## src/rtl/fpu_pkg.sv

```systemverilog
// Shared FPU definitions: divider state encoding, exception flag bit
// positions and width-generic IEEE-754 field helpers. The helpers work on a
// zero-extended 64-bit word so one set of functions serves every format.
package fpu_pkg;

  typedef enum logic [1:0] {
    ST_IDLE   = 2'd0,
    ST_DIVIDE = 2'd1,
    ST_ROUND  = 2'd2,
    ST_DONE   = 2'd3
  } div_state_e;

  localparam int FLG_W         = 5;
  localparam int FLG_INVALID   = 4;
  localparam int FLG_DIV_ZERO  = 3;
  localparam int FLG_OVERFLOW  = 2;
  localparam int FLG_UNDERFLOW = 1;
  localparam int FLG_INEXACT   = 0;

  localparam int FP_MAX_W = 64;
  typedef logic [FP_MAX_W-1:0] fp_word_t;

  // Canonical quiet NaN: positive, all-ones exponent, only the top fraction bit set.
  function automatic fp_word_t fp_qnan(input int exp_w, input int man_w);
    return (((fp_word_t'(1) << exp_w) - fp_word_t'(1)) << man_w) |
           (fp_word_t'(1) << (man_w - 1));
  endfunction

  function automatic logic fp_sign(input fp_word_t x, input int exp_w, input int man_w);
    return x[exp_w + man_w];
  endfunction

  function automatic fp_word_t fp_exp(input fp_word_t x, input int exp_w, input int man_w);
    return (x >> man_w) & ((fp_word_t'(1) << exp_w) - fp_word_t'(1));
  endfunction

  function automatic fp_word_t fp_frac(input fp_word_t x, input int man_w);
    return x & ((fp_word_t'(1) << man_w) - fp_word_t'(1));
  endfunction

  // Denormals count as zero: only the exponent field is inspected.
  function automatic logic fp_is_zero(input fp_word_t x, input int exp_w, input int man_w);
    return fp_exp(x, exp_w, man_w) == '0;
  endfunction

  function automatic logic fp_exp_max(input fp_word_t x, input int exp_w, input int man_w);
    return fp_exp(x, exp_w, man_w) == ((fp_word_t'(1) << exp_w) - fp_word_t'(1));
  endfunction

  function automatic logic fp_is_inf(input fp_word_t x, input int exp_w, input int man_w);
    return fp_exp_max(x, exp_w, man_w) && (fp_frac(x, man_w) == '0);
  endfunction

  function automatic logic fp_is_nan(input fp_word_t x, input int exp_w, input int man_w);
    return fp_exp_max(x, exp_w, man_w) && (fp_frac(x, man_w) != '0);
  endfunction

endpackage

```

## src/rtl/fp_div_classify.sv

```systemverilog
// Combinational special-operand detection for division. When special_o is
// high, result_o/flags_o hold the final answer and no iteration is needed.
module fp_div_classify
  import fpu_pkg::*;
#(
  parameter int EXP_W = 8,
  parameter int MAN_W = 23
) (
  input  logic [EXP_W+MAN_W:0] a_i,
  input  logic [EXP_W+MAN_W:0] b_i,
  output logic                 special_o,
  output logic [EXP_W+MAN_W:0] result_o,
  output logic [FLG_W-1:0]     flags_o
);

  localparam int W = 1 + EXP_W + MAN_W;
  localparam logic [W-1:0] QNAN = W'(fp_qnan(EXP_W, MAN_W));

  logic a_zero, a_inf, a_nan;
  logic b_zero, b_inf, b_nan;
  logic sign;
  logic [W-1:0] signed_inf, signed_zero;

  assign a_zero = fp_is_zero(fp_word_t'(a_i), EXP_W, MAN_W);
  assign a_inf  = fp_is_inf (fp_word_t'(a_i), EXP_W, MAN_W);
  assign a_nan  = fp_is_nan (fp_word_t'(a_i), EXP_W, MAN_W);
  assign b_zero = fp_is_zero(fp_word_t'(b_i), EXP_W, MAN_W);
  assign b_inf  = fp_is_inf (fp_word_t'(b_i), EXP_W, MAN_W);
  assign b_nan  = fp_is_nan (fp_word_t'(b_i), EXP_W, MAN_W);

  assign sign        = fp_sign(fp_word_t'(a_i), EXP_W, MAN_W) ^
                       fp_sign(fp_word_t'(b_i), EXP_W, MAN_W);
  assign signed_inf  = {sign, {EXP_W{1'b1}}, {MAN_W{1'b0}}};
  assign signed_zero = {sign, {(W-1){1'b0}}};

  // Priority chain: NaN propagation, invalid forms, divide-by-zero, then the
  // infinity/zero short-cuts. Anything left over is a finite/finite divide.
  always_comb begin
    special_o = 1'b1;
    result_o  = '0;
    flags_o   = '0;
    if (a_nan || b_nan) begin
      result_o = QNAN;
    end else if ((a_zero && b_zero) || (a_inf && b_inf)) begin
      result_o             = QNAN;
      flags_o[FLG_INVALID] = 1'b1;
    end else if (b_zero && !a_inf) begin
      result_o              = signed_inf;
      flags_o[FLG_DIV_ZERO] = 1'b1;
    end else if (a_inf) begin
      result_o = signed_inf;
    end else if (a_zero || b_inf) begin
      result_o = signed_zero;
    end else begin
      special_o = 1'b0;
    end
  end

endmodule

```

## src/rtl/fp_div_iter.sv

```systemverilog
// Iterative IEEE-754 divider: radix-2 restoring division producing one
// quotient bit per clock, followed by a single normalise/round cycle with
// round-to-nearest-even. Special operands bypass the iteration entirely.
module fp_div_iter
  import fpu_pkg::*;
#(
  parameter int EXP_W = 8,
  parameter int MAN_W = 23
) (
  input  logic                 clk,
  input  logic                 rst_n,
  input  logic                 in_valid,
  output logic                 in_ready,
  input  logic [EXP_W+MAN_W:0] a,
  input  logic [EXP_W+MAN_W:0] b,
  output logic                 out_valid,
  input  logic                 out_ready,
  output logic [EXP_W+MAN_W:0] result,
  output logic [FLG_W-1:0]     flags
);

  localparam int W    = 1 + EXP_W + MAN_W;
  localparam int BIAS = 2**(EXP_W-1) - 1;
  localparam int QW   = MAN_W + 3;          // 1 integer + MAN_W+2 fraction bits
  localparam int RW   = MAN_W + 2;          // remainder stays below 2*divisor
  localparam int EW   = EXP_W + 2;          // signed exponent with headroom
  localparam int CW   = $clog2(QW + 1);

  localparam logic signed [EW-1:0] E_BIAS = EW'(BIAS);
  localparam logic signed [EW-1:0] E_ONE  = EW'(1);
  localparam logic signed [EW-1:0] E_ZERO = EW'(0);
  localparam logic signed [EW-1:0] E_MAX  = EW'(2**EXP_W - 1);
  localparam logic [CW-1:0]        LAST_ITER = CW'(QW - 1);

  div_state_e state_q;
  logic [CW-1:0]    cnt_q;
  logic             out_valid_q;
  logic [W-1:0]     result_q;
  logic [FLG_W-1:0] flags_q;

  logic                 sign_q;
  logic signed [EW-1:0] exp_q;
  logic [RW-1:0]        rem_q;
  logic [MAN_W:0]       mb_q;
  logic [QW-1:0]        quo_q;

  // ---------------- operand decode ----------------
  logic [EXP_W-1:0] ea, eb;
  logic [MAN_W-1:0] fa, fb;
  logic             sign_in;
  logic signed [EW-1:0] exp_init;
  logic             accept;

  assign ea       = EXP_W'(fp_exp(fp_word_t'(a), EXP_W, MAN_W));
  assign eb       = EXP_W'(fp_exp(fp_word_t'(b), EXP_W, MAN_W));
  assign fa       = MAN_W'(fp_frac(fp_word_t'(a), MAN_W));
  assign fb       = MAN_W'(fp_frac(fp_word_t'(b), MAN_W));
  assign sign_in  = fp_sign(fp_word_t'(a), EXP_W, MAN_W) ^ fp_sign(fp_word_t'(b), EXP_W, MAN_W);
  assign exp_init = $signed({2'b00, ea}) - $signed({2'b00, eb}) + E_BIAS;
  assign in_ready = (state_q == ST_IDLE);
  assign accept   = in_valid && in_ready;

  logic             spec_hit;
  logic [W-1:0]     spec_res;
  logic [FLG_W-1:0] spec_flg;

  fp_div_classify #(
    .EXP_W (EXP_W),
    .MAN_W (MAN_W)
  ) u_classify (
    .a_i       (a),
    .b_i       (b),
    .special_o (spec_hit),
    .result_o  (spec_res),
    .flags_o   (spec_flg)
  );

  // ---------------- restoring iteration step ----------------
  logic [RW-1:0] mb_ext, rem_sub, rem_nxt;
  logic          q_bit;
  logic [QW-1:0] quo_nxt;

  assign mb_ext  = {1'b0, mb_q};
  assign q_bit   = (rem_q >= mb_ext);
  assign rem_sub = q_bit ? (rem_q - mb_ext) : rem_q;
  assign rem_nxt = rem_sub << 1;
  assign quo_nxt = {quo_q[QW-2:0], q_bit};

  // ---------------- normalise and round ----------------
  logic [MAN_W-1:0]     norm_frac;
  logic                 guard, sticky, round_up, rem_nz;
  logic [MAN_W:0]       frac_inc;
  logic signed [EW-1:0] e_norm, e_rnd;
  logic [W-1:0]         round_res;
  logic [FLG_W-1:0]     round_flg;

  assign rem_nz = |rem_q;

  // Quotient lies in (0.5, 2): either already normalised or needs one left shift.
  always_comb begin
    if (quo_q[QW-1]) begin
      norm_frac = quo_q[QW-2:2];
      guard     = quo_q[1];
      sticky    = quo_q[0] | rem_nz;
      e_norm    = exp_q;
    end else begin
      norm_frac = quo_q[QW-3:1];
      guard     = quo_q[0];
      sticky    = rem_nz;
      e_norm    = exp_q - E_ONE;
    end
  end

  // Round-to-nearest-even, then clamp exponent range to inf or zero.
  always_comb begin
    round_up  = guard & (sticky | norm_frac[0]);
    frac_inc  = {1'b0, norm_frac} + {{MAN_W{1'b0}}, round_up};
    e_rnd     = frac_inc[MAN_W] ? (e_norm + E_ONE) : e_norm;
    round_res = {sign_q, e_rnd[EXP_W-1:0], frac_inc[MAN_W-1:0]};
    round_flg = '0;
    round_flg[FLG_INEXACT] = guard | sticky;
    if (e_rnd >= E_MAX) begin
      round_res = {sign_q, {EXP_W{1'b1}}, {MAN_W{1'b0}}};
      round_flg[FLG_OVERFLOW] = 1'b1;
      round_flg[FLG_INEXACT]  = 1'b1;
    end else if (e_rnd <= E_ZERO) begin
      round_res = {sign_q, {(W-1){1'b0}}};
      round_flg[FLG_UNDERFLOW] = 1'b1;
      round_flg[FLG_INEXACT]   = 1'b1;
    end
  end

  // Control FSM: sequencing, iteration count and the registered result/flags.
  always_ff @(posedge clk or negedge rst_n) begin
    if (!rst_n) begin
      state_q     <= ST_IDLE;
      cnt_q       <= '0;
      out_valid_q <= 1'b0;
      result_q    <= '0;
      flags_q     <= '0;
    end else begin
      case (state_q)
        ST_IDLE: begin
          if (accept) begin
            cnt_q <= '0;
            if (spec_hit) begin
              // Answer is known now; out_valid rises on the next edge.
              result_q <= spec_res;
              flags_q  <= spec_flg;
              state_q  <= ST_DONE;
            end else begin
              state_q <= ST_DIVIDE;
            end
          end
        end
        ST_DIVIDE: begin
          cnt_q <= cnt_q + CW'(1);
          if (cnt_q == LAST_ITER) begin
            state_q <= ST_ROUND;
          end
        end
        ST_ROUND: begin
          result_q    <= round_res;
          flags_q     <= round_flg;
          out_valid_q <= 1'b1;
          state_q     <= ST_DONE;
        end
        ST_DONE: begin
          if (!out_valid_q) begin
            out_valid_q <= 1'b1;
          end else if (out_ready) begin
            out_valid_q <= 1'b0;
            state_q     <= ST_IDLE;
          end
        end
        default: state_q <= ST_IDLE;
      endcase
    end
  end

  // Datapath registers: operand capture on accept, one shift/subtract per DIVIDE cycle.
  always_ff @(posedge clk) begin
    if (state_q == ST_IDLE && accept) begin
      sign_q <= sign_in;
      exp_q  <= exp_init;
      rem_q  <= {2'b01, fa};
      mb_q   <= {1'b1, fb};
      quo_q  <= '0;
    end else if (state_q == ST_DIVIDE) begin
      rem_q <= rem_nxt;
      quo_q <= quo_nxt;
    end
  end

  assign out_valid = out_valid_q;
  assign result    = result_q;
  assign flags     = flags_q;

endmodule

```

## config.mk

```make
export PLATFORM = sky130hd
export DESIGN_NAME = fp_div_iter
export DESIGN_NICKNAME = d
export VERILOG_FILES = /design/src/rtl/fpu_pkg.sv /design/src/rtl/fp_div_classify.sv /design/src/rtl/fp_div_iter.sv
export SDC_FILE = /design/constraint.sdc
export NUM_CORES = 1
export LEC_CHECK = 0
export CORE_UTILIZATION = 50
export DETAILED_ROUTE_END_ITERATION = 16
export GPL_TIMING_DRIVEN = 0
export PLACE_DENSITY = 0.73
export SLEW_MARGIN = 20
export SYNTH_ARGS = -nofsm -noshare
export SYNTH_HDL_FRONTEND = slang
export SYNTH_SLANG_ARGS = --single-unit
```

## constraint.sdc

```tcl
create_clock -name clk -period 5.4 [get_ports clk]
set_input_delay 1.08 -clock clk [delete_from_list [all_inputs] [get_ports clk]]
set_output_delay 1.08 -clock clk [all_outputs]
set_load 0.005 [all_outputs]
```

### Layout detail, run 1

Region (47, 47) to (87, 87) µm. Cells in gray, sequential cells in the stronger gray; small squares are vias.
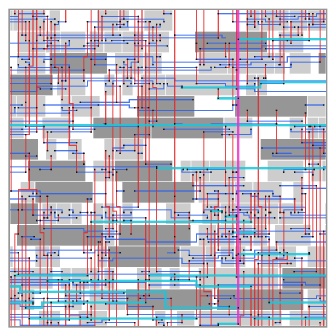
- cyan: metal 3
- red: metal 2
- magenta: metal 4
- blue: metal 1
- most frequent: nor2_1 (12), mux2i_1 (9), nand2_1 (9)
- sequential cells in the window: 18
- netlist names of flops here include: `quo_q` (6), `cnt_q` (5), `rem_q` (4)
- cells with their middle in the window: 125

### The metal 3 layer, run 1

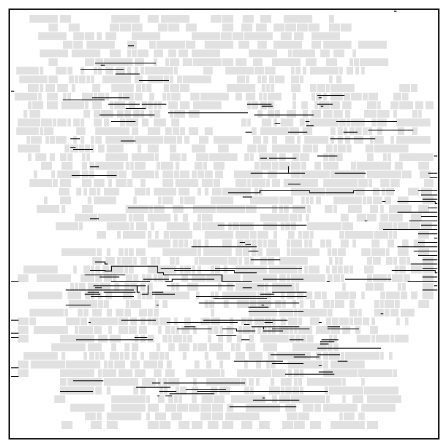
- main direction: horizontal
- nets with wire on the layer: 136
met3 track demand over resource: 4.05%
total wire length: 23,800 µm
overall via count from detail_route: 8,079

==> impl_summary.log, run 1 <==
[report] extracting results
INFO  metric edf_count = around 57
INFO  metric top_logic_kind = simple AND/OR/NAND/NOR gates
INFO  metric xor_share = 5.77%
INFO  metric worst-endpoint-required = between 5 and 6 ns
INFO  metric tightestPinTransition = about 1.1 ns
INFO  metric fin_hold_ws = ~0.48 ns
INFO  metric drv.max_cap_violation_count = 0
INFO  metric netlist_instances = 995
INFO  metric synth_top_cell_by_count = sky130_fd_sc_hd__nor2_1
INFO  metric n_all_buffers = ~150
INFO  metric final.period_utilization = about nine tenths
INFO  metric die_h = 135 µm
INFO  metric mux_area_share = under 10%
INFO  metric run_status = completed
INFO  metric seqCellArea = roughly 0.0034 mm²
INFO  metric top_cells_by_area = sky130_fd_sc_hd__edfxtp_1 19%, sky130_fd_sc_hd__dfrtp_1 13%, sky130_fd_sc_hd__dfxtp_1 6.4%
INFO  metric layout.sequential_cells = 130
INFO  metric timing_hold_violations_final = 0
INFO  metric tapCellCount = 225
INFO  metric synth-seq-area-share = 38.6%
INFO  metric maximum_number_of_pins_on_one_net_before_global_route_repair = 33
INFO  metric final_layout_top_logic_cell = sky130_fd_sc_hd__nor2_1
INFO  metric fin_crit = slightly below 5 ns
INFO  metric portBuffers = about 110
INFO  metric detail_route.first_pass.iterations = 11
INFO  metric seq_power_share = ~30%
INFO  metric post-place-cells = ~1,300
INFO  metric log.warning_count = 30
INFO  metric min-delay-start = rem_q[24]
INFO  metric largest_area_cell = sky130_fd_sc_hd__edfxtp_1
INFO  metric met2RoutedLength = roughly 11,000 µm
INFO  metric worst_ir_drop_vdd = around 0.27 mV
INFO  metric min_path_cells = 2
INFO  metric synthAoiAreaFrac = between 10% and 20%
### Clock routing, run 1

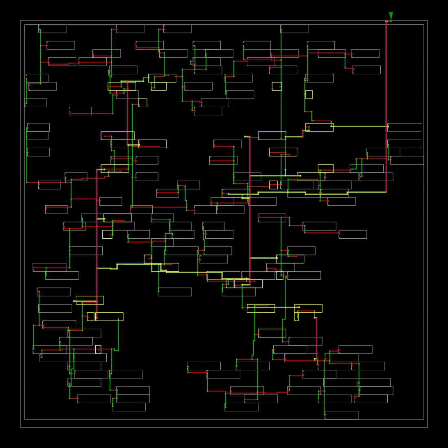
TritonCTS Buffers: 17
Clock Latency Late Sink: 0.42 ns
TritonCTS sink count: 130
clock buffers: 21
post-route clock skew: 0.0111 ns

### Clock wires, drivers and flops, run 1

Bar = 50 µm.
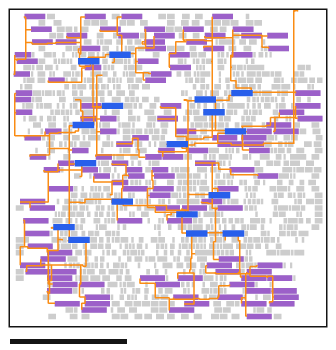

==> run 2, diff against run 1 <==
Clock period 5.4 ns to 4.5 ns, I/O delays scaled along.
### Clock wires, drivers and flops, run 2

Bar = 50 µm.
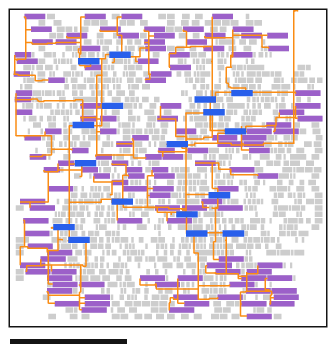
- purple: flip-flops (count 130)
- blue: clock drivers (count 17)
- orange: clock wires (length 1,780 µm)
- routed clock nets: 18
portion of total power attributed to the clock network: 21.0%
Clock group: 1.36 mW
post-route clock skew: 0.0103 ns

==> run 2 against run 1 <==
Compared with the run above:
- combinational power increased by 21%
- total power up 20%
- critical path type unchanged
- non-clock buffer count shrank 1
- largest cell class unchanged
- wire length about the same
- first-iteration DRC count fell by 10%
- largest power group unchanged
- via count decreased by 0.30%
==> impl_summary.log, run 2 <==
[report] extracting results
INFO  metric run_status = completed
INFO  metric synthAoiAreaFrac = 17.6% (unchanged)
INFO  metric grtUsageMet3 = 4.05% (unchanged)
INFO  metric edf_count = 57 (unchanged)
INFO  metric xor_share = 5.77% (unchanged)
INFO  metric n_all_buffers = 153 (-0.65%)
INFO  metric timing_hold_violations_final = 0 (unchanged)
INFO  metric final.period_utilization = 93.9% (+4.1 points)
INFO  metric top_cells_by_area = sky130_fd_sc_hd__edfxtp_1 19%, sky130_fd_sc_hd__dfrtp_1 13%, sky130_fd_sc_hd__dfxtp_1 6.4%
INFO  metric tapCellCount = 225 (unchanged)
INFO  metric cts_buffers = 17 (unchanged)
INFO  metric portBuffers = 106 (unchanged)
INFO  metric synth_top_cell_by_count = sky130_fd_sc_hd__nor2_1
INFO  metric maximum_number_of_pins_on_one_net_before_global_route_repair = 33 (unchanged)
INFO  metric synth-seq-area-share = 38.6% (unchanged)
INFO  metric largest_area_cell = sky130_fd_sc_hd__edfxtp_1
INFO  metric fin_crit = 4.22 ns (-0.623 ns)
INFO  metric seq_power_share = 29.9% (about the same)
INFO  metric numClockSinks = 130 (unchanged)
INFO  metric worst_skew_pair.late_latency = 0.42 ns (about the same)
INFO  metric tightestPinTransition = 1.09 ns (+0.00961 ns)
INFO  metric mux_area_share = 6.18% (unchanged)
INFO  metric top_logic_kind = simple AND/OR/NAND/NOR gates
INFO  metric worst-endpoint-required = 4.80 ns (-0.90 ns)
INFO  metric post-place-cells = 1,328 (unchanged)
INFO  metric die_h = 135 µm (unchanged)
### Wire density map, run 2

Bar = 50 µm. The die is cut into 27 by 27 equal tiles; white is low, dark blue is high, scaled to the fullest tile. Values are wire area over tile area, all layers added.
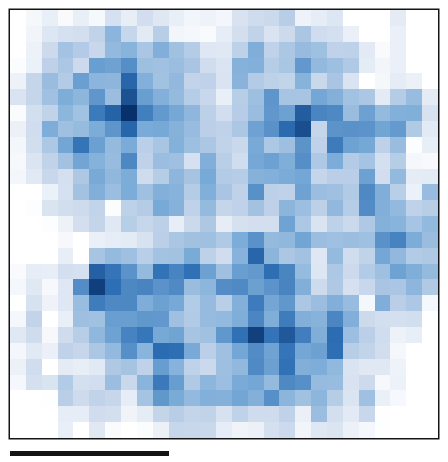
- nearly empty tiles: 9.2%
- fullest tile: 0.65
- tiles over half the peak: 18%
- mean over tiles: 0.21
WL per Instance: 17.5 µm
overall via count from detail_route: 8,055
total wire length: 23,800 µm
overall global routing resource usage: 27.1%

Power and IR drop assume default switching activity.
